## src/rtl/uart_defs.sv

```systemverilog
// Shared serial-link definitions: receiver/transmitter state encodings,
// default oversampling ratio, frame widths and the majority-vote helper.
package uart_defs;

    typedef enum logic [1:0] {
        ST_IDLE  = 2'd0,
        ST_START = 2'd1,
        ST_DATA  = 2'd2,
        ST_STOP  = 2'd3
    } uart_state_e;

    localparam int unsigned OVERSAMPLE_DEF = 16;
    localparam int unsigned DATA_W7        = 7;
    localparam int unsigned DATA_W8        = 8;

    function automatic logic maj3(input logic a, input logic b, input logic c);
        return (a & b) | (a & c) | (b & c);
    endfunction

endpackage

```

## src/rtl/uart_rx_sampler.sv

```systemverilog
// Receive-line front end: 2-FF synchronizer, per-bit tick counter and
// 3-sample majority vote around the bit centre.
module uart_rx_sampler
    import uart_defs::*;
#(
    parameter int unsigned OVERSAMPLE = OVERSAMPLE_DEF
) (
    input  logic clk,
    input  logic rst_n,
    input  logic rtg_tick,
    input  logic rxd,
    input  logic cnt_clr,
    output logic rxd_sync,
    output logic bit_val,
    output logic bit_done,
    output logic bit_end
);

    localparam int unsigned TW = $clog2(OVERSAMPLE);
    localparam int unsigned M  = OVERSAMPLE / 2;

    logic          sync1_r;
    logic          sync2_r;
    logic [TW-1:0] tcnt_r;
    logic          samp_a_r;
    logic          samp_b_r;

    // metastability synchronizer, idles high
    always_ff @(posedge clk) begin
        if (!rst_n) begin
            sync1_r <= 1'b1;
            sync2_r <= 1'b1;
        end else begin
            sync1_r <= rxd;
            sync2_r <= sync1_r;
        end
    end

    // tick position within the current bit
    always_ff @(posedge clk) begin
        if (!rst_n) begin
            tcnt_r <= '0;
        end else if (cnt_clr) begin
            tcnt_r <= '0;
        end else if (rtg_tick) begin
            if (tcnt_r == TW'(OVERSAMPLE - 1)) begin
                tcnt_r <= '0;
            end else begin
                tcnt_r <= tcnt_r + TW'(1);
            end
        end else begin
            tcnt_r <= tcnt_r;
        end
    end

    // first two vote samples; the third is the live synchronized value
    always_ff @(posedge clk) begin
        if (!rst_n) begin
            samp_a_r <= 1'b1;
            samp_b_r <= 1'b1;
        end else if (rtg_tick && (tcnt_r == TW'(M - 1))) begin
            samp_a_r <= sync2_r;
        end else if (rtg_tick && (tcnt_r == TW'(M))) begin
            samp_b_r <= sync2_r;
        end else begin
            samp_a_r <= samp_a_r;
            samp_b_r <= samp_b_r;
        end
    end

    assign rxd_sync = sync2_r;
    assign bit_val  = maj3(samp_a_r, samp_b_r, sync2_r);
    assign bit_done = rtg_tick && !cnt_clr && (tcnt_r == TW'(M + 1));
    assign bit_end  = rtg_tick && !cnt_clr && (tcnt_r == TW'(OVERSAMPLE - 1));

endmodule

```

## src/rtl/uart_rx_sized.sv

```systemverilog
// UART receiver for 8N1/7N1 frames with a one-byte holding register,
// valid/ack handshake, glitch rejection, framing-error and overrun reporting.
module uart_rx_sized
    import uart_defs::*;
#(
    parameter int unsigned OVERSAMPLE = OVERSAMPLE_DEF
) (
    input  logic       clk,
    input  logic       rst_n,
    input  logic       rtg_tick,
    input  logic       run_flag,
    input  logic       size_flag,
    input  logic       rxd,
    input  logic       rx_ack,
    output logic [7:0] rx_data,
    output logic       rx_valid,
    output logic       frame_err,
    output logic       overrun
);

    uart_state_e state_r;
    uart_state_e state_nxt_s;

    logic       rxd_sync_s;
    logic       bit_val_s;
    logic       bit_done_s;
    logic       bit_end_s;
    logic       cnt_clr_s;
    logic       shift_en_s;
    logic       commit_s;
    logic       ferr_s;
    logic [7:0] shift_r;
    logic [3:0] bcnt_r;
    logic       wide_r;
    logic [3:0] frame_len_s;
    logic [7:0] frame_byte_s;
    logic [7:0] rx_data_r;
    logic       rx_valid_r;
    logic       frame_err_r;
    logic       overrun_r;

    // the tick counter is parked at zero while idle or disabled
    assign cnt_clr_s    = (state_r == ST_IDLE) || !run_flag;
    assign frame_len_s  = wide_r ? 4'(DATA_W8) : 4'(DATA_W7);
    assign frame_byte_s = wide_r ? shift_r : {1'b0, shift_r[7:1]};

    uart_rx_sampler #(
        .OVERSAMPLE (OVERSAMPLE)
    ) u_sampler (
        .clk      (clk),
        .rst_n    (rst_n),
        .rtg_tick (rtg_tick),
        .rxd      (rxd),
        .cnt_clr  (cnt_clr_s),
        .rxd_sync (rxd_sync_s),
        .bit_val  (bit_val_s),
        .bit_done (bit_done_s),
        .bit_end  (bit_end_s)
    );

    // state register
    always_ff @(posedge clk) begin
        if (!rst_n) begin
            state_r <= ST_IDLE;
        end else begin
            state_r <= state_nxt_s;
        end
    end

    // next state and per-cycle frame strobes
    always_comb begin
        state_nxt_s = state_r;
        shift_en_s  = 1'b0;
        commit_s    = 1'b0;
        ferr_s      = 1'b0;
        if (!run_flag) begin
            state_nxt_s = ST_IDLE;
        end else begin
            case (state_r)
                ST_IDLE: begin
                    if (rtg_tick && !rxd_sync_s) begin
                        state_nxt_s = ST_START;
                    end else begin
                        state_nxt_s = ST_IDLE;
                    end
                end
                ST_START: begin
                    if (bit_done_s && bit_val_s) begin
                        state_nxt_s = ST_IDLE;
                    end else if (bit_end_s) begin
                        state_nxt_s = ST_DATA;
                    end else begin
                        state_nxt_s = ST_START;
                    end
                end
                ST_DATA: begin
                    shift_en_s = bit_done_s;
                    if (bit_end_s && (bcnt_r == frame_len_s)) begin
                        state_nxt_s = ST_STOP;
                    end else begin
                        state_nxt_s = ST_DATA;
                    end
                end
                ST_STOP: begin
                    // leave at the vote, not the bit end, so a following start edge is caught
                    if (bit_done_s) begin
                        state_nxt_s = ST_IDLE;
                        commit_s    = bit_val_s;
                        ferr_s      = !bit_val_s;
                    end else begin
                        state_nxt_s = ST_STOP;
                    end
                end
                default: begin
                    state_nxt_s = ST_IDLE;
                end
            endcase
        end
    end

    // frame assembly: width latched at start detect, bits enter at the MSB
    always_ff @(posedge clk) begin
        if (!rst_n) begin
            shift_r <= 8'h00;
            bcnt_r  <= 4'd0;
            wide_r  <= 1'b1;
        end else if ((state_r == ST_IDLE) && (state_nxt_s == ST_START)) begin
            bcnt_r <= 4'd0;
            wide_r <= size_flag;
        end else if (shift_en_s) begin
            shift_r <= {bit_val_s, shift_r[7:1]};
            bcnt_r  <= bcnt_r + 4'd1;
        end else begin
            shift_r <= shift_r;
            bcnt_r  <= bcnt_r;
        end
    end

    // holding register, handshake and status flags
    always_ff @(posedge clk) begin
        if (!rst_n) begin
            rx_data_r   <= 8'h00;
            rx_valid_r  <= 1'b0;
            frame_err_r <= 1'b0;
            overrun_r   <= 1'b0;
        end else begin
            frame_err_r <= ferr_s;
            if (commit_s) begin
                if (!rx_valid_r) begin
                    rx_data_r  <= frame_byte_s;
                    rx_valid_r <= 1'b1;
                end else if (rx_ack) begin
                    rx_data_r  <= frame_byte_s;
                    rx_valid_r <= 1'b1;
                    overrun_r  <= 1'b0;
                end else begin
                    overrun_r <= 1'b1;
                end
            end else if (rx_ack && rx_valid_r) begin
                rx_valid_r <= 1'b0;
                overrun_r  <= 1'b0;
            end else begin
                rx_valid_r <= rx_valid_r;
                overrun_r  <= overrun_r;
            end
        end
    end

    assign rx_data   = rx_data_r;
    assign rx_valid  = rx_valid_r;
    assign frame_err = frame_err_r;
    assign overrun   = overrun_r;

endmodule

```

## config.mk

```make
export PLATFORM = sky130hd
export DESIGN_NAME = uart_rx_sized
export DESIGN_NICKNAME = d
export VERILOG_FILES = /design/src/rtl/uart_defs.sv /design/src/rtl/uart_rx_sampler.sv /design/src/rtl/uart_rx_sized.sv
export SDC_FILE = /design/constraint.sdc
export NUM_CORES = 1
export LEC_CHECK = 0
export CAP_MARGIN = 20
export CORE_MARGIN = 2
export CORE_UTILIZATION = 54
export CTS_BUF_LIST = sky130_fd_sc_hd__clkbuf_8 sky130_fd_sc_hd__clkbuf_16
export DETAILED_ROUTE_END_ITERATION = 8
export PLACE_DENSITY_LB_ADDON = 0.05
export SETUP_SLACK_MARGIN = 0.5
export SYNTH_ARGS = -nofsm -noshare
export SYNTH_HDL_FRONTEND = slang
export SYNTH_SLANG_ARGS = --single-unit
```

## constraint.sdc

```tcl
create_clock -name clk -period 2 [get_ports clk]
set_input_delay 0.2 -clock clk [delete_from_list [all_inputs] [get_ports clk]]
set_output_delay 0.2 -clock clk [all_outputs]
set_load 0.01 [all_outputs]
```

**Metal 1**

Cells faint in the background.
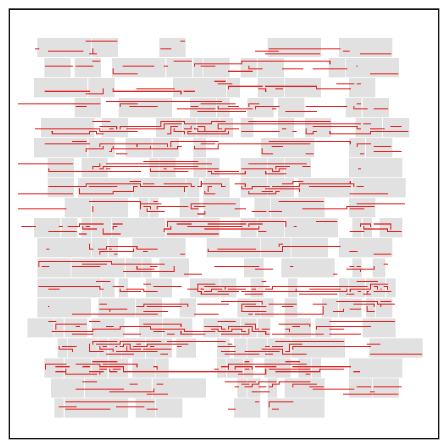
main direction	horizontal
wire length on this layer	1500 microns
longest straight run	19.3 microns
nets with wire on the layer	183
met1 usage: 28.91%
routed wire length: 3.067 mm
routed via count: 1202

**Metal 2**

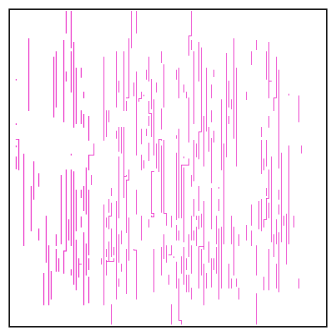
longest straight run	20.7 microns
main direction	vertical
met2 usage: 30.52%

==> impl_metrics.py <==
# Generated from Yosys and OpenROAD reports
metrics = {
    "run_status": {
        "status": "completed",
    },
    "setup_path": {
        "cp.required_ns": 2.21,
        "worst_path_max_delay_cell": "dfxtp_4",
        "critical_path_class": "register to register",
        "crit_path_end_kind": "register",
        "crit_family": "simple AND/OR/NAND/NOR gates",
        "cpPeakStageDelay_ns": 0.36,
        "startpoint_type": "register",
    },
    "timing": {
        "relSlewSlack_pct": 64.04,
        "finalCriticalPeriod_ns": 1.489,
        "fmax_mhz": 671.4,
        "finalHoldViolations": 0,
        "holdWs_ns": 0.4120,
        "rsz0062_at_grt": "true",
        "finalMaxSlewViolations": 0,
        "worstMarginPinSlew_ns": 0.5387,
        "skew_ns": 0.004835,
    },
    "cts": {
        "clkLatencyLatePin_ns": 0.28,
        "cts_hold_buffers": 0,
        "cts.clk_slew.worst_paths_ns": 0.06,
        "htree_levels": 2,
        "clockRootBuffer": "clkbuf_8",
        "clock_path_buffers": 2,
        "cts_setup_buffers": 1,
        "postCtsResizedCells": 3,
        "cts_made_buffers": 5,
    },
    "synth": {
        "yosysSeqAreaShare_pct": 43.00,
        "avgSynthCellArea_sq_um": 9.710,
        "edf_count": 0,
        "synthFlopType": "dfxtp_1",
        "yosys.area.top_type": "dfxtp_1",
        "synth-cells-yosys": 163,
        "ys_area_sq_um": 1583,
        "syn-num-nets": 174,
        "synthTopCellsByArea": "dfxtp_1 43%, mux2i_1 13%, o211a_1 4.4%",
        "yosys.area.top_type_share_pct": 43.00,
        "netlist_instances": 163,
        "synth_flops": 34,
        "netlist_area_sq_um": 1583,
        "common_cells": "34 x dfxtp_1, 21 x mux2i_1, 12 x nand2_1, 12 x nand3_1, 11 x nor2_1",
        "synth_cell_types": 35,
    },
    "final_layout": {
        "layout.nets": 194,
        "final_area_sq_um": 1899,
        "final_layout_size_suffix_gt1_share_pct": 15.30,
        "syn_to_final_growth_pct": 20.00,
        "layout_top_cell": "dfxtp_1",
        "utilization_pct": 68.29,
        "num_antenna_cells": 0,
    },
    "floorplanning": {
        "die_h_microns": 58.14,
        "die_w_microns": 58.14,
        "core_area_sq_um": 2781,
        "ios": 18,
    },
    "grt": {
        "antenna_found_initial": 0,
        "grt_pass1_wl_mm": 5.257,
        "grt_max_degree": 26,
    },
    "power_and_ir_drop": {
        "power_mw": 1.185,
        "seq_power_share_pct": 57.3,
        "clkPwrFrac_pct": 39.2,
        "power.density_nw_per_um2": 623.9,
        "intPower_mw": 0.9315,
        "comb_power_share_pct": 3.4,
        "netSwitchingFraction_pct": 21.39,
    },
    "placed_design": {
        "place_congestion": 0.8582,
        "io_buffers": 17,
        "place_area_sq_um": 1754,
        "dp_cells": 203,
    },
    "route": {
        "ant_nets": 0,
        "drc_errors": 0,
        "wire_per_inst_microns": 14.33,
        "via_per_inst": 5.617,
    },
    "run": {
        "warnings": 30,
    },
}
[final cells by class]
cell class | instances | area (sq um) | area share (%)
Multi-Input combinational cell | 116 | 853.3 | 44.93
Clock inverter | 2 | 10.01 | 0.5270
Tap cell | 31 | 38.79 | 2.042
Timing Repair Buffer | 24 | 229.0 | 12.06
Inverter | 2 | 10.01 | 0.5270
Clock buffer | 5 | 68.82 | 3.623
Sequential cell | 34 | 689.4 | 36.30
[worst paths after layout]
path / startpoint / endpoint / slack, ns / depth (start not counted)
hold / removal: u_sampler.sync1_r / u_sampler.rxd_sync / 0.41 / 1
setup reg to reg: u_sampler.tcnt_r[1] / rx_data[7] / 0.51 / 6
setup / recovery: u_sampler.tcnt_r[1] / rx_data[7] / 0.51 / 6
hold reg to reg: u_sampler.sync1_r / u_sampler.rxd_sync / 0.41 / 1
[kinds of logic (layout without fill, tap and decap cells)]
logic type / Yosys count / in the layout / share of synthesized area [%]
mux: 22 / 22 / 13.99
flops: 34 / 34 / 43.00
simple gates: 67 / 68 / 23.16
fa+ha+maj: 5 / 5 / 3.795
xor+xnor: 5 / 5 / 2.767
compound gates: 16 / 16 / 8.222
buf+inv: 14 / 33 / 5.059
[routing by layer]
metal | share of wire, % | vias up | GRT usage, %
li1 | - | 613 | -
met1 | 49 | 560 | 28.91
met2 | 46 | 22 | 30.52
met3 | 3.7 | 7 | 4.911
met4 | 1.5 | 0 | 9.302
met5 | 0 | - | 0
[power by group through the flow]
stage	sequential, mW	combinational (mW)	clock (mW)
floorplan	0.696	0.0237	0
global placement	0.697	0.0393	0
detailed placement	0.697	0.0397	0
CTS	0.682	0.0400	0.472
global route	0.679	0.0445	0.498
finish	0.680	0.0405	0.465
